**config.mk**
```make
export PLATFORM = sky130hd
export DESIGN_NAME = divisor_restaurador
export DESIGN_NICKNAME = d
export VERILOG_FILES = /design/src/rtl/divisor_restaurador.sv
export SDC_FILE = /design/constraint.sdc
export NUM_CORES = 1
export LEC_CHECK = 0
export CAP_MARGIN = 40
export CORE_MARGIN = 2
export CORE_UTILIZATION = 54
export CTS_BUF_LIST = sky130_fd_sc_hd__clkbuf_4
export DETAILED_ROUTE_END_ITERATION = 6
export PLACE_DENSITY = 0.91
export SLEW_MARGIN = 0
export SYNTH_ARGS = -nofsm -noshare
export SYNTH_HDL_FRONTEND = slang
export SYNTH_SLANG_ARGS = --single-unit
```
**constraint.sdc**
```tcl
create_clock -name clk -period 2.5 [get_ports clk]
set_clock_uncertainty 0.2 [all_clocks]
set_input_delay 0.5 -clock clk [delete_from_list [all_inputs] [get_ports clk]]
set_output_delay 0.5 -clock clk [all_outputs]
set_load 0.02 [all_outputs]
```
**src/rtl/divisor_restaurador.sv**
```systemverilog
// Unsigned restoring divider, one quotient bit per clock.
// start/busy/done handshake; divide-by-zero flagged with the result.
module divisor_restaurador #(
  parameter int WIDTH = 4
) (
  input  logic             clk,
  input  logic             rst_n,
  input  logic             start,
  input  logic [WIDTH-1:0] A_num,
  input  logic [WIDTH-1:0] B_num,
  output logic             busy,
  output logic             done,
  output logic [WIDTH-1:0] quotient,
  output logic [WIDTH-1:0] remainder,
  output logic             div_zero
);

  localparam int CW = $clog2(WIDTH);

  typedef enum logic [1:0] {
    IDLE,
    CALC,
    DONE
  } state_t;

  state_t           state;
  logic [WIDTH-1:0] q_reg;
  logic [WIDTH-1:0] d_reg;
  logic [WIDTH-1:0] r_reg;
  logic [CW-1:0]    cnt;

  logic [WIDTH:0]   r_sh;
  logic [WIDTH:0]   t_sum;
  logic             no_borrow;
  logic [WIDTH:0]   r_full;
  logic [WIDTH-1:0] r_nxt;
  logic [WIDTH-1:0] q_nxt;

  // Trial subtract as R' + ~D + 1; carry out means R' >= D.
  always_comb begin
    r_sh = {r_reg, q_reg[WIDTH-1]};
    {no_borrow, t_sum} = {1'b0, r_sh}
                       + {1'b0, ~{1'b0, d_reg}}
                       + (WIDTH+2)'(1);
    r_full = no_borrow ? t_sum : r_sh;
    r_nxt  = WIDTH'(r_full);
    q_nxt  = {q_reg[WIDTH-2:0], no_borrow};
  end

  always_ff @(posedge clk) begin
    if (!rst_n) begin
      state     <= IDLE;
      q_reg     <= '0;
      d_reg     <= '0;
      r_reg     <= '0;
      cnt       <= '0;
      busy      <= 1'b0;
      done      <= 1'b0;
      quotient  <= '0;
      remainder <= '0;
      div_zero  <= 1'b0;
    end else begin
      unique case (state)
        IDLE: begin
          done <= 1'b0;
          if (start) begin
            q_reg <= A_num;
            d_reg <= B_num;
            r_reg <= '0;
            cnt   <= CW'(WIDTH-1);
            if (B_num == '0) begin
              state     <= DONE;
              done      <= 1'b1;
              quotient  <= '1;
              remainder <= A_num;
              div_zero  <= 1'b1;
            end else begin
              state <= CALC;
              busy  <= 1'b1;
            end
          end
        end
        CALC: begin
          q_reg <= q_nxt;
          r_reg <= r_nxt;
          if (cnt == '0) begin
            state     <= DONE;
            busy      <= 1'b0;
            done      <= 1'b1;
            quotient  <= q_nxt;
            remainder <= r_nxt;
            div_zero  <= 1'b0;
          end else begin
            cnt <= cnt - 1'b1;
          end
        end
        DONE: begin
          done  <= 1'b0;
          state <= IDLE;
        end
        default: begin
          state <= IDLE;
          busy  <= 1'b0;
          done  <= 1'b0;
        end
      endcase
    end
  end

endmodule

```
==> impl_metrics.py <==
# Generated from Yosys and OpenROAD reports
metrics = {
    "clock_tree": {
        "clk_pin_slew_ps": 160,
        "postCtsSetupBuffers": 0,
        "clk_path_buf_depth": 2,
        "cts_hold_buf": 0,
        "cts_tree": "done",
        "htree_levels": 1,
        "cts_root_buffer": "clkbuf_4",
        "clk_latency_ps": 330,
        "cts_buffers": 3,
        "cts.sinks": 27,
        "cts_resized": 0,
    },
    "power": {
        "powerDensity_nw_per_um2": 596,
        "p_total_mw": 0.967,
        "irDropWorstVdd_v": 0.000424,
        "clk-power_mw": 0.195,
        "switchingPower_mw": 0.308,
        "swShare_pct": 31.8,
        "clockPowerShare_pct": 20.2,
        "p_seq_mw": 0.497,
        "maxPowerGroup": "registers",
        "comb_cell_power_mw": 0.275,
        "power.leakage_nw": 0.641,
        "p_int_mw": 0.659,
        "seqPwrFrac_pct": 51.4,
        "combPwrFrac_pct": 28.4,
    },
    "cells_and_area": {
        "syn_to_final_growth_pct": 21.5,
        "nNonClkBuffers": 27,
        "fin_util_pct": 67.4,
        "final_cell_mix": "dfxtp_1 (27), nand2_1 (24), clkdlybuf4s50_1 (21), nor2_1 (15), o21ai_0 (12)",
        "num-clock-buffers": 3,
        "flop-count": 27,
        "seq_area_um2": 541,
        "largest_class": "combinational gates",
        "buffer_area_share_pct": 15.7,
        "comb_area_um2": 727,
        "n_all_inverters": 9,
        "fin_area_um2": 1620,
        "diodes": 0,
        "drive_above_1_share_pct": 10.1,
        "nets": 196,
        "fillers": 190,
        "seq_area_share_pct": 33.3,
        "clkCellAreaFrac_pct": 1.85,
        "num-multi-input-gates": 111,
    },
    "yosys": {
        "synth.distinct_cells": 37,
        "postSynthSeqShare_pct": 40.4,
        "ys_sh_mux_pct": 3.18,
        "synthCells": 154,
        "topCellsByArea": "dfxtp_1 (40%), nand2_1 (6.7%), ha_1 (4.7%)",
        "top_cell": "dfxtp_1",
        "async_reset_ff_share_pct": 0,
        "aoi_share_pct": 21.5,
        "syn_nets": 171,
        "ff_type": "dfxtp_1",
        "synthSimpleGateAreaFrac_pct": 22.8,
        "yosysChipArea_um2": 1340,
        "ys_ff": 27,
        "postSynthAreaPerCell_um2": 8.68,
        "xor_area_share_pct": 0.655,
        "synth-edff-count": 0,
        "synth_warnings": 0,
        "yosys_cells": 154,
        "synthAdderAreaFrac_pct": 6.18,
        "synth_area_um2": 1340,
        "common_cells": "dfxtp_1 (27), nand2_1 (24), nor2_1 (15), o21ai_0 (12), inv_1 (9)",
        "logic_family": "simple AND/OR/NAND/NOR gates",
        "top_area_share_pct": 40.4,
        "yosysTopAreaCell": "dfxtp_1",
    },
    "placement": {
        "dp.cells": 204,
        "gp_congestion": 0.800,
        "portBuffers": 21,
        "preCtsSetupSlack_ps": 145,
        "place_area_um2": 1590,
        "dpl.hpwl_um": 2200,
    },
    "critical_path": {
        "cp-startpoint": "d_reg[1]$_SDFFE_PN0P_",
        "rrSetupSlack_ps": 270,
        "path_class": "reg2reg",
        "cp_top_family": "AND-OR/OR-AND gates",
        "critPathMaxFanout": 5,
        "r2r-start": "d_reg[1]$_SDFFE_PN0P_",
        "path_buffers": 1,
        "r2r-end": "remainder[1]$_SDFFE_PN0P_",
        "cp-start-kind": "register",
        "slowest_stage": "mux2_2",
        "crit_chain": "inv_1, ha_1, nor2b_1, o31a_1, nor3_4, mux2_2, a31oi_1",
        "cp.required_ps": 2570,
        "critPathArrivalTime_ps": 2300,
        "critPathMaxStageDelay_ps": 400,
        "rr_worst_depth": 7,
        "worstSetupEndpointType": "register",
    },
    "route": {
        "via_per_inst": 5.62,
        "wire_per_inst_um": 13.7,
        "drc_errors": 0,
        "drtIter0Drc": 11,
        "first_pass_iters": 4,
        "ant_nets": 0,
    },
    "sta": {
        "rsz0062_at_grt": "false",
        "hold_slack_ps": 303,
        "slew_violations": 0,
        "setup_tns_ps": 0,
        "setup_viol": 0,
        "relSlewSlack_pct": 69.6,
        "fin_crit_sh_pct": 89.1,
        "final_hold_viol_count": 0,
        "worst_pin_slew_ps": 455,
        "fmax_mhz": 449,
        "setup_ws_ps": 272,
        "min_period_ps": 2230,
    },
    "grt": {
        "grt_use_total_pct": 22.4,
        "grt_pass1_wl_um": 4710,
        "grt_overflow_total": 0,
        "antenna_found_initial": 0,
        "grt_pass1_vias": 1113,
        "grt_max_degree": 17,
    },
    "floorplanning": {
        "fp.dieW_um": 53.7,
        "fp_util_pct": 55.5,
        "nWellTaps": 30,
        "ios": 22,
        "chipArea_um2": 2890,
        "core_area_um2": 2410,
        "dieHeight_um": 53.7,
        "rows": 18,
    },
    "hold_path": {
        "whs_path_depth": 2,
        "holdCritStartpoint": "q_reg[0]$_SDFFE_PN0P_",
        "hold_end": "q_reg[0]$_SDFFE_PN0P_",
        "hold_path_class": "reg2reg",
    },
    "status": {
        "outcome": "completed",
    },
    "flow_run": {
        "drv_cap": 0,
        "tool_warnings": 26,
    },
}
how the worst max path moves through the flow:
stage                                           end  slack, ps  cells past startpoint
final                     remainder[1]$_SDFFE_PN0P_        270                      7
after global routing          r_reg[1]$_SDFFE_PN0P_        150                      7
after CTS                 remainder[1]$_SDFFE_PN0P_        280                      7
after detailed placement  remainder[3]$_SDFFE_PN0P_        150                      7
after global placement    remainder[3]$_SDFFE_PN0P_        180                      7
after floorplan           remainder[1]$_SDFFE_PN0P_        500                      7
per-layer routing:
metal	vias to the layer above	global-route usage (%)	share of wire, %
met4	0	10.3	1.5
met2	13	40.2	51
met3	4	3.06	1.8
met1	570	26.0	45
li1	582	-	-
met5	-	0	0
### Signal wires by layer

(10 px per um)
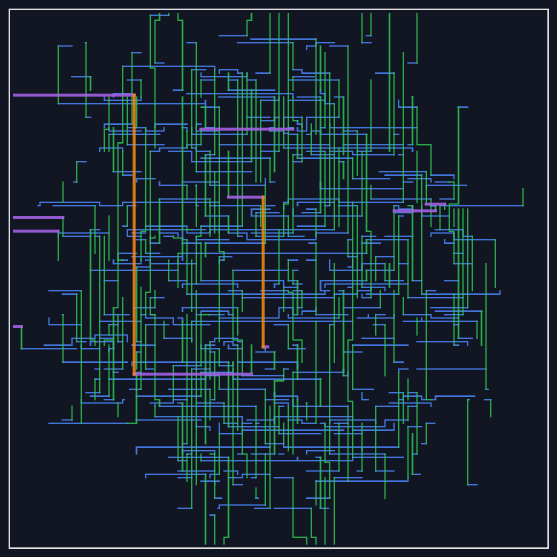
legend:
  M3:
    colour: purple
    wire_length: 52.4 um
  M1:
    colour: blue
    wire_length: 1290 um
  M2:
    colour: green
    wire_length: 1470 um
  M4:
    colour: orange
    wire_length: 42.8 um
DRT Wirelength: 2850 um
via count: 1169

### Clock network drawn from the DEF

(4 px per um)
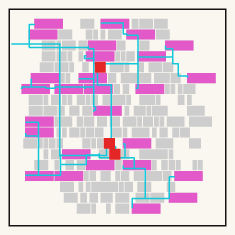
legend:
  clock-net drivers:
    colour: red
    count: 3
  clock wires:
    colour: cyan
    length: 306 um
  flip-flops:
    colour: magenta
    count: 27
routed clock nets: 4
flops lie: widely spread

### Floorplan with the power grid

(6 px per um) Pins as bars on the die edge.
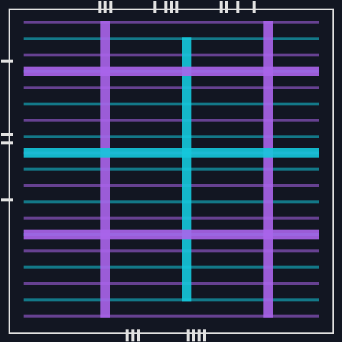
legend:
  VDD:
    colour: cyan
  VSS:
    colour: purple
signal pins: 22
rows: 18
met1 rails: 19

### Gate-type map

(4 px per um)
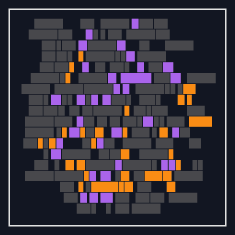
legend:
  aoi and oai cells:
    colour: purple
    cells: 33
  nor cells:
    colour: orange
    cells: 30
combinational share of cell area: 44.8%
Top cell excl fill/tap: dfxtp_1
Finished Layout Cells: 208

Power is estimated from default activity; no workload was simulated.
